===== config.mk =====
export PLATFORM = sky130hd
export DESIGN_NAME = program_loader_flat
export DESIGN_NICKNAME = d
export VERILOG_FILES = /design/src/rtl/brisc_pkg.sv /design/src/rtl/program_loader_if.sv /design/src/rtl/program_loader_byte_word_packer.sv /design/src/rtl/program_loader.sv /design/src/flat_wrapper.sv
export SDC_FILE = /design/constraint.sdc
export NUM_CORES = 1
export LEC_CHECK = 0
export CAP_MARGIN = 15
export CELL_PAD_IN_SITES_DETAIL_PLACEMENT = 0
export CELL_PAD_IN_SITES_GLOBAL_PLACEMENT = 1
export CORE_ASPECT_RATIO = 1.4
export CORE_MARGIN = 5
export CORE_UTILIZATION = 42
export CTS_BUF_LIST = sky130_fd_sc_hd__clkbuf_8 sky130_fd_sc_hd__clkbuf_16
export CTS_CLUSTER_SIZE = 14
export DETAILED_ROUTE_END_ITERATION = 10
export GPL_ROUTABILITY_DRIVEN = 0
export GPL_TIMING_DRIVEN = 0
export HOLD_SLACK_MARGIN = 0.05
export PLACE_DENSITY_LB_ADDON = 0.1
export RECOVER_POWER = 25
export SYNTH_ARGS = -nofsm -noshare
export SYNTH_HDL_FRONTEND = slang
export SYNTH_SLANG_ARGS = --single-unit

===== constraint.sdc =====
create_clock -name CLK -period 2.7 [get_ports CLK]
set_clock_uncertainty 0.05 [all_clocks]
set_input_delay 0.54 -clock CLK [delete_from_list [all_inputs] [get_ports CLK]]
set_output_delay 0.54 -clock CLK [all_outputs]
set_load 0.01 [all_outputs]

===== src/rtl/brisc_pkg.sv =====
// Shared definitions for the BRISC front end: loader states and image-format constants.
package brisc_pkg;

    localparam int          IMEM_DEPTH = 32;
    localparam int          ADDR_W     = 5;
    localparam int          INSTR_W    = 16;
    localparam logic [7:0]  SYNC_BYTE  = 8'hA5;

    typedef enum logic [2:0] {
        IDLE,
        WAIT_SYNC,
        LEN,
        DATA,
        CSUM,
        DONE,
        ERR
    } loader_state_t;

endpackage


===== src/rtl/program_loader_if.sv =====
// Byte-stream input and instruction-memory write port of the program loader.
interface program_loader_if #(
    parameter int INSTR_W = brisc_pkg::INSTR_W,
    parameter int ADDR_W  = brisc_pkg::ADDR_W
);
    logic [7:0]         rx_data;
    logic               rx_valid;
    logic               imem_we;
    logic [ADDR_W-1:0]  imem_addr;
    logic [INSTR_W-1:0] imem_wdata;

    modport master (
        output rx_data, rx_valid,
        input  imem_we, imem_addr, imem_wdata
    );

    modport slave (
        input  rx_data, rx_valid,
        output imem_we, imem_addr, imem_wdata
    );
endinterface


===== src/rtl/program_loader_byte_word_packer.sv =====
// Packs bytes MSB-first into INSTR_W-bit words; word/word_valid are presented with the final byte.
module byte_word_packer #(
    parameter int INSTR_W = 16
) (
    input  logic               clk,
    input  logic               rst_n,
    input  logic               clear,
    input  logic               byte_valid,
    input  logic [7:0]         byte_in,
    output logic [INSTR_W-1:0] word,
    output logic               word_valid
);
    localparam int BYTES = INSTR_W / 8;

    logic [INSTR_W-1:0] shreg;
    logic [2:0]         cnt;
    logic               last;

    assign last       = (cnt == 3'(BYTES - 1));
    assign word       = (shreg << 8) | INSTR_W'(byte_in);
    assign word_valid = byte_valid && last;

    always_ff @(posedge clk) begin
        if (!rst_n || clear) begin
            shreg <= '0;
            cnt   <= '0;
        end else if (byte_valid) begin
            if (last) begin
                shreg <= '0;
                cnt   <= '0;
            end else begin
                shreg <= word;
                cnt   <= cnt + 3'd1;
            end
        end
    end
endmodule


===== src/rtl/program_loader.sv =====
// Receives a framed program image (SYNC, LEN, data, XOR checksum) and writes it into instruction memory.
module program_loader #(
    parameter int         INSTR_W     = brisc_pkg::INSTR_W,
    parameter int         ADDR_W      = brisc_pkg::ADDR_W,
    parameter logic [7:0] SYNC_BYTE   = brisc_pkg::SYNC_BYTE,
    parameter int         TIMEOUT_CYC = 1000000
) (
    input  logic              CLK,
    input  logic              RST_N,
    input  logic              start,
    program_loader_if.slave   bus,
    output logic              loading,
    output logic              load_done,
    output logic              load_err
);
    import brisc_pkg::*;

    localparam int DEPTH = 2 ** ADDR_W;
    localparam int LEN_W = ADDR_W + 1;
    localparam int TMR_W = $clog2(TIMEOUT_CYC);

    loader_state_t      state, state_n;
    logic [LEN_W-1:0]   len, len_n;
    logic [LEN_W-1:0]   idx, idx_n;
    logic [7:0]         csum, csum_n;
    logic [TMR_W-1:0]   timer, timer_n;
    logic               we_q, we_n;
    logic [ADDR_W-1:0]  addr_q, addr_n;
    logic [INSTR_W-1:0] wdata_q, wdata_n;
    logic               done_q, done_n;
    logic               err_q, err_n;

    logic               pk_valid;
    logic [INSTR_W-1:0] pk_word;
    logic               pk_word_valid;
    logic               in_frame;
    logic               len_ok;

    // start also flushes a partially packed word so an aborted frame cannot leak bytes
    assign pk_valid = bus.rx_valid && !start && (state == DATA);

    byte_word_packer #(.INSTR_W(INSTR_W)) u_packer (
        .clk        (CLK),
        .rst_n      (RST_N),
        .clear      (start),
        .byte_valid (pk_valid),
        .byte_in    (bus.rx_data),
        .word       (pk_word),
        .word_valid (pk_word_valid)
    );

    assign in_frame = (state == LEN) || (state == DATA) || (state == CSUM);
    assign len_ok   = (bus.rx_data != 8'd0) && ({1'b0, bus.rx_data} <= 9'(DEPTH));

    always_ff @(posedge CLK) begin
        if (!RST_N) begin
            state   <= IDLE;
            len     <= '0;
            idx     <= '0;
            csum    <= '0;
            timer   <= '0;
            we_q    <= 1'b0;
            addr_q  <= '0;
            wdata_q <= '0;
            done_q  <= 1'b0;
            err_q   <= 1'b0;
        end else begin
            state   <= state_n;
            len     <= len_n;
            idx     <= idx_n;
            csum    <= csum_n;
            timer   <= timer_n;
            we_q    <= we_n;
            addr_q  <= addr_n;
            wdata_q <= wdata_n;
            done_q  <= done_n;
            err_q   <= err_n;
        end
    end

    always_comb begin
        state_n = state;
        len_n   = len;
        idx_n   = idx;
        csum_n  = csum;
        timer_n = timer;
        we_n    = 1'b0;
        addr_n  = addr_q;
        wdata_n = wdata_q;
        done_n  = done_q;
        err_n   = err_q;

        if (start) begin
            state_n = WAIT_SYNC;
            len_n   = '0;
            idx_n   = '0;
            csum_n  = '0;
            timer_n = '0;
            done_n  = 1'b0;
            err_n   = 1'b0;
        end else if (bus.rx_valid) begin
            timer_n = '0;
            case (state)
                WAIT_SYNC: begin
                    if (bus.rx_data == SYNC_BYTE) state_n = LEN;
                end
                LEN: begin
                    if (len_ok) begin
                        state_n = DATA;
                        len_n   = LEN_W'(bus.rx_data);
                        idx_n   = '0;
                        csum_n  = '0;
                    end else begin
                        state_n = ERR;
                        err_n   = 1'b1;
                    end
                end
                DATA: begin
                    csum_n = csum ^ bus.rx_data;
                    if (pk_word_valid) begin
                        we_n    = 1'b1;
                        addr_n  = idx[ADDR_W-1:0];
                        wdata_n = pk_word;
                        idx_n   = idx + LEN_W'(1);
                        if (idx == len - LEN_W'(1)) state_n = CSUM;
                    end
                end
                CSUM: begin
                    if (bus.rx_data == csum) begin
                        state_n = DONE;
                        done_n  = 1'b1;
                    end else begin
                        state_n = ERR;
                        err_n   = 1'b1;
                    end
                end
                default: ;
            endcase
        end else if (in_frame) begin
            // timer holds idle cycles since the last accepted byte; the next idle edge reaching the limit aborts
            if (timer == TMR_W'(TIMEOUT_CYC - 1)) begin
                state_n = ERR;
                err_n   = 1'b1;
            end else begin
                timer_n = timer + TMR_W'(1);
            end
        end
    end

    assign bus.imem_we    = we_q;
    assign bus.imem_addr  = addr_q;
    assign bus.imem_wdata = wdata_q;
    assign loading        = (state == WAIT_SYNC) || in_frame;
    assign load_done      = done_q;
    assign load_err       = err_q;
endmodule


===== src/flat_wrapper.sv =====
// flat-port wrapper written by rule: the top's interface ports become plain ports
module program_loader_flat import brisc_pkg::*;
#(
    parameter int         INSTR_W     = brisc_pkg::INSTR_W,
    parameter int         ADDR_W      = brisc_pkg::ADDR_W,
    parameter logic [7:0] SYNC_BYTE   = brisc_pkg::SYNC_BYTE,
    parameter int         TIMEOUT_CYC = 1000000
)
  (CLK, RST_N, start, loading, load_done, load_err, bus_rx_data, bus_rx_valid, bus_imem_we, bus_imem_addr, bus_imem_wdata);
  program_loader_if #(.INSTR_W(INSTR_W), .ADDR_W(ADDR_W)) bus_i ();
  input  logic CLK;
  input  logic RST_N;
  input  logic start;
  output logic loading;
  output logic load_done;
  output logic load_err;
  input wire logic [$bits(bus_i.rx_data)-1:0] bus_rx_data;
  input wire logic [$bits(bus_i.rx_valid)-1:0] bus_rx_valid;
  output wire logic [$bits(bus_i.imem_we)-1:0] bus_imem_we;
  output wire logic [$bits(bus_i.imem_addr)-1:0] bus_imem_addr;
  output wire logic [$bits(bus_i.imem_wdata)-1:0] bus_imem_wdata;
  assign bus_i.rx_data = bus_rx_data;
  assign bus_i.rx_valid = bus_rx_valid;
  assign bus_imem_we = bus_i.imem_we;
  assign bus_imem_addr = bus_i.imem_addr;
  assign bus_imem_wdata = bus_i.imem_wdata;
  program_loader #(.INSTR_W(INSTR_W), .ADDR_W(ADDR_W), .SYNC_BYTE(SYNC_BYTE), .TIMEOUT_CYC(TIMEOUT_CYC)) u_core (.CLK(CLK), .RST_N(RST_N), .start(start), .bus(bus_i), .loading(loading), .load_done(load_done), .load_err(load_err));
endmodule

### Routed clock nets over the placement, run 1

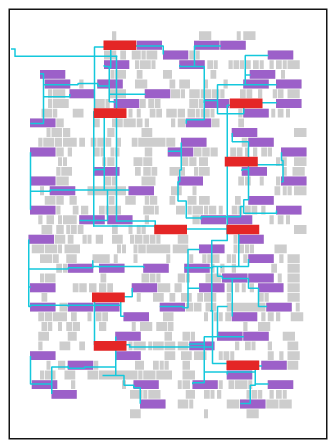
[cyan] clock wires | length: 1,040 µm
[red] clock-net drivers | count: 9
[purple] flip-flops | count: 78
flops lie: spread over the die
Clock power frac: 0.529
Late-Pin Clk Latency: 0.33 ns
Clk power: 1400 µW

### Placed standard cells, run 1

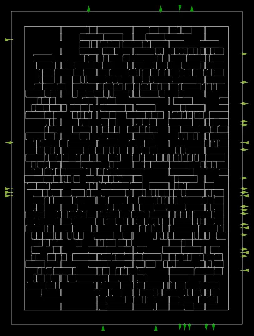
Finished Layout Cells: 600
core area: 0.00851 mm²
fraction of area in registers: 0.352
Filler cells: 841
row cnt: 40

### A small window of the routed layout, run 1

Bar = 10 µm. Window x 32 to 57, y 24 to 49 µm. Cells in gray, sequential cells in the stronger gray; small squares are vias.
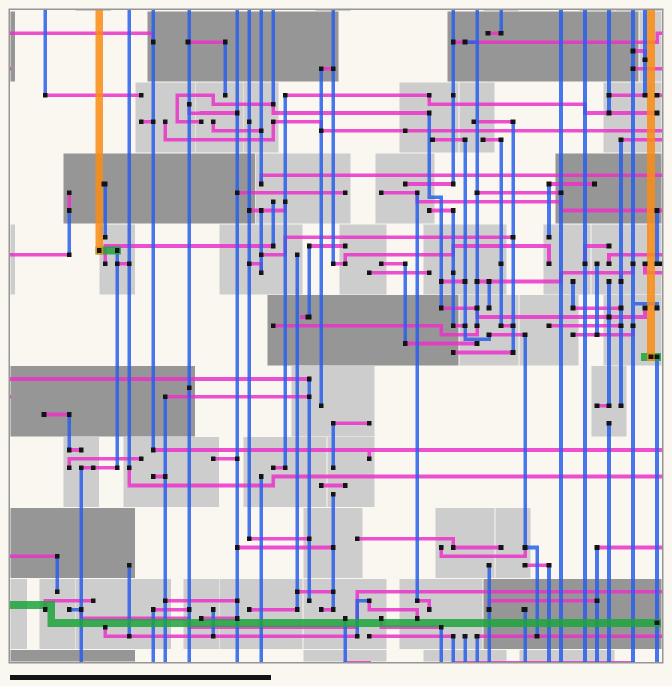
[blue] M2
[green] M3
[magenta] M1
[orange] M4
most frequent: dfxtp_1 (8), nor2_1 (4), xnor2_1 (4)
sequential cells in the window: 8
netlist names of flops here include: `u_core.idx` (5), `u_core.len` (3)
cells with their middle in the window: 40

run 1: cell usage after synthesis, drive strengths merged, types with 3 or more instances:
cell type	n
or4	3
nor2	41
xor2	12
o21ai	10
dfxtp	78
xnor2	16
nor4	6
nand2b	9
inv	14
nand4	12
nand3	18
mux2i	9
o31ai	6
buf	3
or3	8
and2	4
o22ai	3
nor3	9
nand2	79
and3	3
nor2b	3
ha	3
clkbuf	20
a21oi	44
o311ai	4
run 1: power by group:
part	total (µW)	switching, µW	internal [µW]	leakage [µW]
clock network	1400	452	947	0.000178
registers	1150	0.240	1150	0.000628
logic	92.8	65.3	27.5	0.000747
run 1: worst max-delay path, stage by stage:
cell	delay, ns
dlygate4sd2_1	0.36
or3_4	0.45
o31a_1	0.28
o41a_4	0.51
nor3b_4	0.34
a31o_2	0.21
a21oi_1	0.05
==> impl_metrics.env, run 1 <==
# implementation run metrics
export IMPL_status="complete, no violations"
export IMPL_postLayoutSetupSlackWorst_ns=0.126
export IMPL_syn_cell_area_mm2=0.00363
export IMPL_fin_crit_sh=0.953
export IMPL_p_per_area_mw_per_mm2=597
export IMPL_clkTransAtPathRegs_ns=0.06
export IMPL_grt_use_met3=0.0337
export IMPL_crit_fanout=9
export IMPL_top_layer="met4"
export IMPL_cts_sinks=78
export IMPL_top_cell_area_share=0.430
export IMPL_sh_comb_area=0.436
export IMPL_num_antenna_cells=0
export IMPL_muxShareOfSynthArea=0.0248
export IMPL_vias=3218
export IMPL_top_register="u_core.timer"
export IMPL_timing_critical_path_from="bus_rx_data[1]"
export IMPL_power_uw=2640
export IMPL_min_from="u_core.load_done$_SDFFE_PP0P_"
export IMPL_logic_gate_count=332
export IMPL_die_y_um=120
export IMPL_grt_pass1_wl_um=15100
### Wiring heat map, run 1

18 x 24 tiles, from black (low) to pale yellow (high), scaled to the fullest tile. Values are wire area over tile area, all layers added.
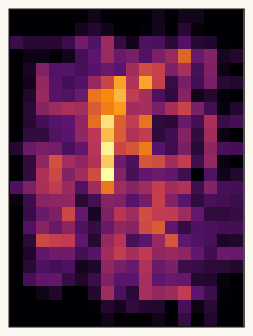

==> run 2: changes to the inputs <==
GPL_ROUTABILITY_DRIVEN = 1   (was 0)
PLACE_DENSITY = 0.76   (was default)
PLACE_DENSITY_LB_ADDON = default   (was 0.1)
### Wiring heat map, run 2

18 x 24 tiles, from black (low) to pale yellow (high), scaled to the fullest tile. Values are wire area over tile area, all layers added.
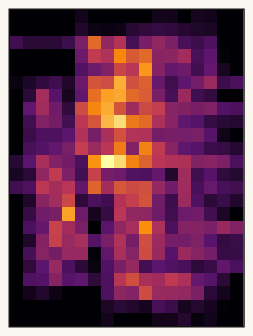
emptiest ninth of the die: top left
tiles over half the peak: 13%
fullest tile: 0.51
densest ninth of the die: middle
via count: 3,232
WL/cell: 14.9 µm
GRT Overall Usage: 0.174
Total Wirelength: 8900 µm

==> run 2 against run 1 <==
Global-route usage decreased by 0.82 points. Maximum frequency decreased by 1.1%. Synthesized cell count stayed put. Flip-flop count did not move. First-iteration DRC count grew 38%.
==> impl_metrics.env, run 2 <==
# implementation run metrics
export IMPL_path_depth=7
export IMPL_min_from="u_core.load_done$_SDFFE_PP0P_"
export IMPL_crit_chain="dlygate4sd2_1 > or3_4 > o31a_1 > o41a_4 > nor3b_4 > nand4_1 > a21oi_1"
export IMPL_syn_cell_area_mm2=0.00363
export IMPL_status="complete, no violations"
export IMPL_p_per_area_mw_per_mm2=529
export IMPL_pwr_share_comb=0.040
export IMPL_seq_share=0.360
export IMPL_clk_latency_ns=0.33
export IMPL_muxShareOfSynthArea=0.0248
export IMPL_top_register="u_core.timer"
export IMPL_logic_gate_count=332
export IMPL_grt_pass1_wl_um=14400
export IMPL_core_mm2=0.00851
export IMPL_p_clk_uw=1050
export IMPL_power_uw=2290
export IMPL_seq_power_uw=1150
export IMPL_max_stage_delay_ns=0.51
export IMPL_crit_fanout=9
export IMPL_postLayoutSetupSlackWorst_ns=0.0982
export IMPL_top_cell_area_share=0.430
export IMPL_power_top_group="sequential cells"
export IMPL_die_y_um=120
==> run 2: netlist changes by cell type in the layout (fill, tap and decap cells not counted), sizes merged <==
cell / before / now
bufinv: 3 / 0
clkbuf: 31 / 30
clkinv: 0 / 2
==> run 2: routing by layer <==
| layer | routed length, µm | vias up | share of wire | track usage |
|---|---|---|---|---|
| met2 | 4440 | 69 | 0.50 | 0.294 |
| met1 | 3860 | 1505 | 0.43 | 0.210 |
| met5 | 0 | - | 0 | 0 |
| met3 | 414 | 11 | 0.047 | 0.0350 |
| li1 | - | 1647 | - | - |
| met4 | 178 | 0 | 0.020 | 0.0737 |
==> run 2: worst reg2reg max path, delay by kind of cell, from the launching register on <==
family,cells,cell delay (ns)
and+or+nand+nor,5,1.51
buffers and inverters,2,0.42
DFF,1,0.29
muxes,1,0.05
Power and IR drop assume default switching activity.
